`src/rtl/step_move_sched_pkg.sv`:
```
// Shared types and constants for the stepper move scheduler: FSM states,
// register map, CTRL bit positions and the queued move command layout.
package step_move_sched_pkg;

  typedef enum logic [2:0] {
    ST_IDLE  = 3'd0,
    ST_LOAD  = 3'd1,
    ST_START = 3'd2,
    ST_RUN   = 3'd3,
    ST_STOP  = 3'd4
  } state_e;

  localparam logic [7:0] ADDR_CTRL   = 8'h00;
  localparam logic [7:0] ADDR_PERIOD = 8'h02;
  localparam logic [7:0] ADDR_PUSH   = 8'h03;
  localparam logic [7:0] ADDR_REMAIN = 8'h04;
  localparam logic [7:0] ADDR_MOVES  = 8'h05;

  localparam int CTRL_GO    = 0;
  localparam int CTRL_ABORT = 1;
  localparam int CTRL_CLR   = 2;
  localparam int CTRL_HALT  = 3;

  localparam int CMD_PERIOD_W = 16;
  localparam int CMD_STEPS_W  = 16;

  typedef struct packed {
    logic                    dir;
    logic [CMD_STEPS_W-1:0]  steps;
    logic [CMD_PERIOD_W-1:0] period;
  } cmd_t;

endpackage

```
`src/rtl/step_move_sched_cmd_fifo.sv`:
```
// Synchronous command FIFO with occupancy count and a single-cycle flush.
// A push into a full FIFO is accepted only when a pop frees a slot that cycle.
module cmd_fifo #(
  parameter int DEPTH = 4,
  parameter int WIDTH = 8
) (
  input  logic                     clk,
  input  logic                     rst_n,
  input  logic                     push,
  input  logic                     pop,
  input  logic                     flush,
  input  logic [WIDTH-1:0]         wdata,
  output logic [WIDTH-1:0]         rdata,
  output logic [$clog2(DEPTH):0]   count,
  output logic                     full,
  output logic                     empty
);

  localparam int AW = $clog2(DEPTH);
  localparam logic [AW:0] FULL_CNT = (AW+1)'(DEPTH);

  logic [WIDTH-1:0] mem_q [DEPTH];
  logic [AW-1:0]    wr_ptr_q, wr_ptr_d;
  logic [AW-1:0]    rd_ptr_q, rd_ptr_d;
  logic [AW:0]      count_q, count_d;
  logic             do_push, do_pop;

  assign full    = (count_q == FULL_CNT);
  assign empty   = (count_q == '0);
  assign count   = count_q;
  assign rdata   = mem_q[rd_ptr_q];
  assign do_pop  = pop && !empty;
  assign do_push = push && (!full || do_pop);

  always_comb begin
    wr_ptr_d = wr_ptr_q;
    rd_ptr_d = rd_ptr_q;
    count_d  = count_q;
    if (flush) begin
      wr_ptr_d = '0;
      rd_ptr_d = '0;
      count_d  = '0;
    end else begin
      if (do_push) wr_ptr_d = wr_ptr_q + 1'b1;
      if (do_pop)  rd_ptr_d = rd_ptr_q + 1'b1;
      if (do_push && !do_pop)      count_d = count_q + 1'b1;
      else if (do_pop && !do_push) count_d = count_q - 1'b1;
    end
  end

  always_ff @(posedge clk or negedge rst_n) begin
    if (!rst_n) begin
      wr_ptr_q <= '0;
      rd_ptr_q <= '0;
      count_q  <= '0;
    end else begin
      wr_ptr_q <= wr_ptr_d;
      rd_ptr_q <= rd_ptr_d;
      count_q  <= count_d;
    end
  end

  always_ff @(posedge clk) begin
    if (do_push && !flush) mem_q[wr_ptr_q] <= wdata;
  end

endmodule

```
`src/rtl/step_move_sched.sv`:
```
// Move scheduler: queues {dir, steps, period} commands from the Avalon-MM slave
// and sequences the pulse generator with start/stop strobes, counting fed-back steps.
module step_move_sched
  import step_move_sched_pkg::*;
#(
  parameter int SIZE  = 16,
  parameter int CNT_W = 16,
  parameter int DEPTH = 4
) (
  input  logic            clk,
  input  logic            rst_n,
  input  logic [7:0]      avs_s0_address,
  input  logic [31:0]     avs_s0_writedata,
  input  logic            avs_s0_write,
  input  logic            avs_s0_read,
  output logic [31:0]     avs_s0_readdata,
  input  logic            drv_en_SM,
  input  logic            drv_pulse,
  output logic [SIZE-1:0] pg_period,
  output logic            pg_dir,
  output logic            pg_start,
  output logic            pg_stop,
  output logic            irq_done
);

  localparam int CW = $clog2(DEPTH) + 1;

  state_e           state_q, state_d;
  logic             run_en_q, run_en_d;
  logic [SIZE-1:0]  period_stage_q, period_stage_d;
  logic [SIZE-1:0]  pg_period_q, pg_period_d;
  logic             pg_dir_q, pg_dir_d;
  logic [CNT_W-1:0] remaining_q, remaining_d;
  logic [CNT_W-1:0] moves_q, moves_d;
  logic             done_q, done_d;
  logic             ovf_q, ovf_d;
  logic             skip_q, skip_d;
  logic             abort_stop_q, abort_stop_d;
  logic             pulse_sync_q, pulse_sync_d;
  logic             pulse_prev_q, pulse_prev_d;
  logic [31:0]      readdata_q, readdata_d;

  cmd_t             fifo_wdata, fifo_rdata;
  logic             fifo_push, fifo_pop, fifo_flush, fifo_full, fifo_empty;
  logic [CW-1:0]    fifo_count;

  logic wr_ctrl, go, abort, clr, halt, push_req, wr_period, rise, done_set;
  logic unused_wd;

  assign wr_ctrl   = avs_s0_write && (avs_s0_address == ADDR_CTRL);
  assign go        = wr_ctrl && avs_s0_writedata[CTRL_GO];
  assign abort     = wr_ctrl && avs_s0_writedata[CTRL_ABORT];
  assign clr       = wr_ctrl && avs_s0_writedata[CTRL_CLR];
  assign halt      = wr_ctrl && avs_s0_writedata[CTRL_HALT];
  assign push_req  = avs_s0_write && (avs_s0_address == ADDR_PUSH);
  assign wr_period = avs_s0_write && (avs_s0_address == ADDR_PERIOD);
  assign rise      = pulse_sync_q && !pulse_prev_q;
  assign unused_wd = ^avs_s0_writedata;

  assign fifo_wdata = {avs_s0_writedata[31],
                       CMD_STEPS_W'(avs_s0_writedata[CNT_W-1:0]),
                       CMD_PERIOD_W'(period_stage_q)};
  assign fifo_push  = push_req;
  assign fifo_flush = abort;
  assign fifo_pop   = (state_q == ST_LOAD) && !abort;

  cmd_fifo #(
    .DEPTH (DEPTH),
    .WIDTH ($bits(cmd_t))
  ) u_cmd_fifo (
    .clk   (clk),
    .rst_n (rst_n),
    .push  (fifo_push),
    .pop   (fifo_pop),
    .flush (fifo_flush),
    .wdata (fifo_wdata),
    .rdata (fifo_rdata),
    .count (fifo_count),
    .full  (fifo_full),
    .empty (fifo_empty)
  );

  assign avs_s0_readdata = readdata_q;
  assign pg_period       = pg_period_q;
  assign pg_dir          = pg_dir_q;
  assign pg_start        = (state_q == ST_START);
  assign pg_stop         = abort_stop_q || ((state_q == ST_STOP) && !skip_q);
  assign irq_done        = done_q;

  always_comb begin
    state_d        = state_q;
    run_en_d       = run_en_q;
    period_stage_d = period_stage_q;
    pg_period_d    = pg_period_q;
    pg_dir_d       = pg_dir_q;
    remaining_d    = remaining_q;
    moves_d        = moves_q;
    skip_d         = skip_q;
    ovf_d          = ovf_q;
    done_set       = 1'b0;
    pulse_sync_d   = drv_pulse;
    pulse_prev_d   = pulse_sync_q;
    abort_stop_d   = abort && ((state_q == ST_START) || (state_q == ST_RUN));

    if (go)                  run_en_d = 1'b1;
    if (halt || abort)       run_en_d = 1'b0;
    if (wr_period)           period_stage_d = avs_s0_writedata[SIZE-1:0];
    if (clr)                 ovf_d = 1'b0;
    if (push_req && fifo_full && !fifo_pop) ovf_d = 1'b1;

    unique case (state_q)
      ST_IDLE: begin
        if (run_en_q && !fifo_empty && drv_en_SM) state_d = ST_LOAD;
      end
      ST_LOAD: begin
        pg_period_d = SIZE'(fifo_rdata.period);
        pg_dir_d    = fifo_rdata.dir;
        remaining_d = CNT_W'(fifo_rdata.steps);
        skip_d      = (fifo_rdata.steps == '0);
        state_d     = (fifo_rdata.steps == '0) ? ST_STOP : ST_START;
      end
      ST_START: state_d = ST_RUN;
      ST_RUN: begin
        // The STOP transition lags the final decrement by one cycle.
        if (drv_en_SM) begin
          if (remaining_q == '0) state_d = ST_STOP;
          else if (rise)         remaining_d = remaining_q - 1'b1;
        end
      end
      ST_STOP: begin
        moves_d = moves_q + 1'b1;
        if (run_en_q && !fifo_empty) begin
          state_d = ST_LOAD;
        end else begin
          done_set = 1'b1;
          state_d  = ST_IDLE;
        end
      end
      default: state_d = ST_IDLE;
    endcase

    if (abort) begin
      state_d     = ST_IDLE;
      remaining_d = '0;
      moves_d     = moves_q;
      pg_period_d = pg_period_q;
      pg_dir_d    = pg_dir_q;
      done_set    = 1'b0;
    end

    done_d = (done_q && !clr) || done_set;

    readdata_d = readdata_q;
    if (avs_s0_read) begin
      unique case (avs_s0_address)
        ADDR_CTRL:   readdata_d = {16'h0, 8'(fifo_count), 1'b0, state_q,
                                   ovf_q, done_q, fifo_full, fifo_empty};
        ADDR_REMAIN: readdata_d = 32'(remaining_q);
        ADDR_MOVES:  readdata_d = 32'(moves_q);
        default:     readdata_d = 32'h0;
      endcase
    end
  end

  always_ff @(posedge clk or negedge rst_n) begin
    if (!rst_n) begin
      state_q        <= ST_IDLE;
      run_en_q       <= 1'b0;
      period_stage_q <= '0;
      pg_period_q    <= '0;
      pg_dir_q       <= 1'b0;
      remaining_q    <= '0;
      moves_q        <= '0;
      done_q         <= 1'b0;
      ovf_q          <= 1'b0;
      skip_q         <= 1'b0;
      abort_stop_q   <= 1'b0;
      pulse_sync_q   <= 1'b0;
      pulse_prev_q   <= 1'b0;
      readdata_q     <= '0;
    end else begin
      state_q        <= state_d;
      run_en_q       <= run_en_d;
      period_stage_q <= period_stage_d;
      pg_period_q    <= pg_period_d;
      pg_dir_q       <= pg_dir_d;
      remaining_q    <= remaining_d;
      moves_q        <= moves_d;
      done_q         <= done_d;
      ovf_q          <= ovf_d;
      skip_q         <= skip_d;
      abort_stop_q   <= abort_stop_d;
      pulse_sync_q   <= pulse_sync_d;
      pulse_prev_q   <= pulse_prev_d;
      readdata_q     <= readdata_d;
    end
  end

endmodule

```
`config.mk`:
```
export PLATFORM = sky130hd
export DESIGN_NAME = step_move_sched
export DESIGN_NICKNAME = d
export VERILOG_FILES = /design/src/rtl/step_move_sched_pkg.sv /design/src/rtl/step_move_sched_cmd_fifo.sv /design/src/rtl/step_move_sched.sv
export SDC_FILE = /design/constraint.sdc
export NUM_CORES = 1
export LEC_CHECK = 0
export CORE_MARGIN = 2
export CORE_UTILIZATION = 61
export DETAILED_ROUTE_END_ITERATION = 7
export PLACE_DENSITY = 0.84
export SLEW_MARGIN = 20
export SYNTH_ARGS = -nofsm -noshare
export SYNTH_HDL_FRONTEND = slang
export SYNTH_SLANG_ARGS = --single-unit
```
`constraint.sdc`:
```
create_clock -name clk -period 4.85 [get_ports clk]
set_input_delay 0.7275 -clock clk [delete_from_list [all_inputs] [get_ports clk]]
set_output_delay 0.7275 -clock clk [all_outputs]
set_load 0.02 [all_outputs]
```
Placement by cell class:
The bar under the picture is 50 um long. Fill, decap, tap and diode cells in gray.
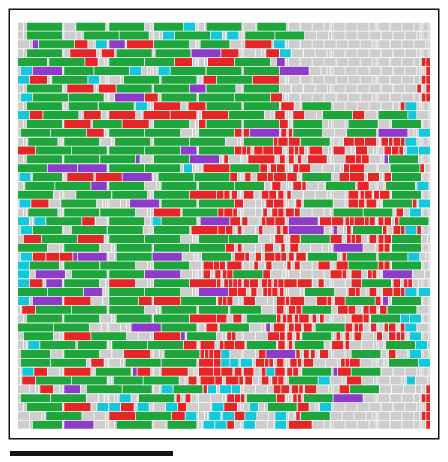
color	class	cells
purple	clock drivers and dummy loads	44
red	remaining logic cells	409
cyan	remaining buffers and delay cells	77
green	sequential cells	230
Final Util: 72.4%
post-route design area: 11,500 um^2
Seq/total area: 55.8%

Met1 routing:
Supply wires on this layer in gray.
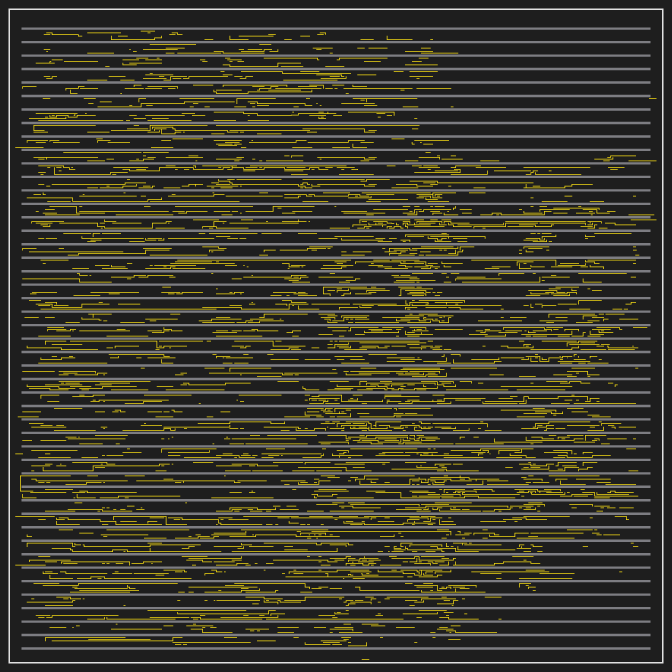
wire length on this layer	8,310 um
nets with wire on the layer	704

Wiring heat map:
The die is cut into 26 by 26 equal tiles; black is low, pale yellow is high, scaled to the fullest tile. Values are wire area over tile area, all layers added.
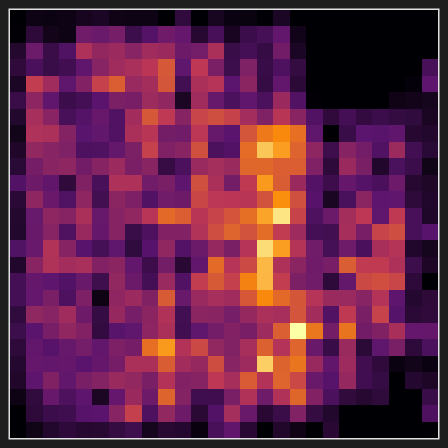
tiles over half the peak	14%
emptiest ninth of the die	top right
nearly empty tiles	10%
total via count in the routed design: 6,013
global routing usage summed across all routing layers: 25.2%

==> out/summary.log <==
INFO  status         run_status=completed
INFO  drt            wl_met3=1230um
INFO  global_route   grt.met2_usage=44.2%
INFO  final_timing   final_min_period_over_clock_period=63.4%
INFO  critical_path  crit_path_max_incr_delay=550ps
INFO  synthesis      synth.distinct_cells=66
INFO  place          port-buffer-count=66
INFO  place          placed_cell_area=10,700um^2
INFO  pwr            pwr_density_cell=530nW/um^2
INFO  cells_and_area final_layout_top_logic_cells=edfxtp_1, dfrtp_1, clkdlybuf4s50_1
INFO  final_timing   setup_viol=0
INFO  final_timing   final_hold_fails=0
INFO  pwr            pwr.group.clock=1.82mW
INFO  clocking       holdBufCountCts=0
INFO  critical_path  arrival=3240ps
INFO  pwr            power.ir.vdd_worst=0.457mV
INFO  pwr            total_leakage_power=4.36nW
INFO  clocking       post_cts_buffers=0
INFO  clocking       tritoncts=done
INFO  critical_path  timing.critical_path.required=5010ps
INFO  synthesis      netlist_area=9930um^2
INFO  floorplan      die-width=132um
INFO  pwr            power_combinational=1.65mW
INFO  synthesis      synth_top_cell_by_count=edfxtp_1
INFO  synthesis      top_cells_by_count=edfxtp_1, dfrtp_1, nand2_1, mux4_2, nor2_1
INFO  synthesis      netlist.area_leader.share=39.9%
INFO  critical_path  r2r-end=state_q[1]
INFO  cells_and_area nets=795
INFO  cells_and_area largestClassByArea=registers
INFO  clocking       cts_num_sinks=230
INFO  pwr            seqPwrFrac=42.9%
INFO  synthesis      ys_sh_simple=8.11%
Cell outlines without signal wires:
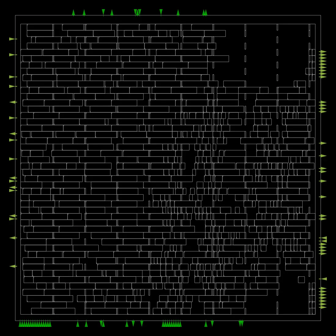
final non-filler cell total: 976
fill cell total of the finished layout: 996
sequential cell count: 230
total core area: 15,900 um^2
n_taps: 216

Signal wires by layer:
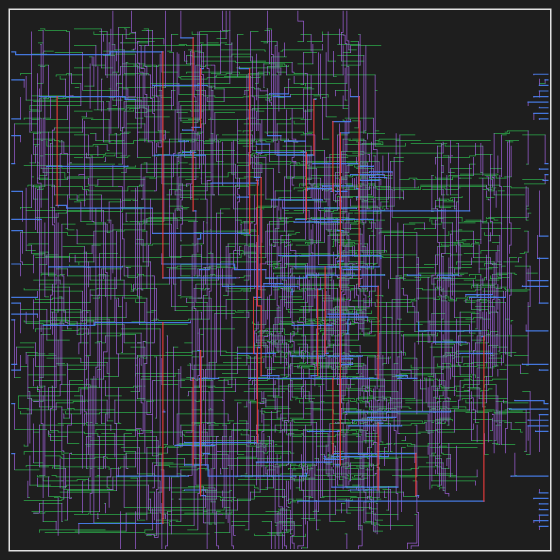
color	layer	wire length
purple	M2	11,200 um
green	M1	8,310 um
red	M4	716 um
blue	M3	1,230 um
routed wire length: 21,500 um
routed length per instance: 22.0 um

No activity file was given, so power comes from the tool's default toggle rates.
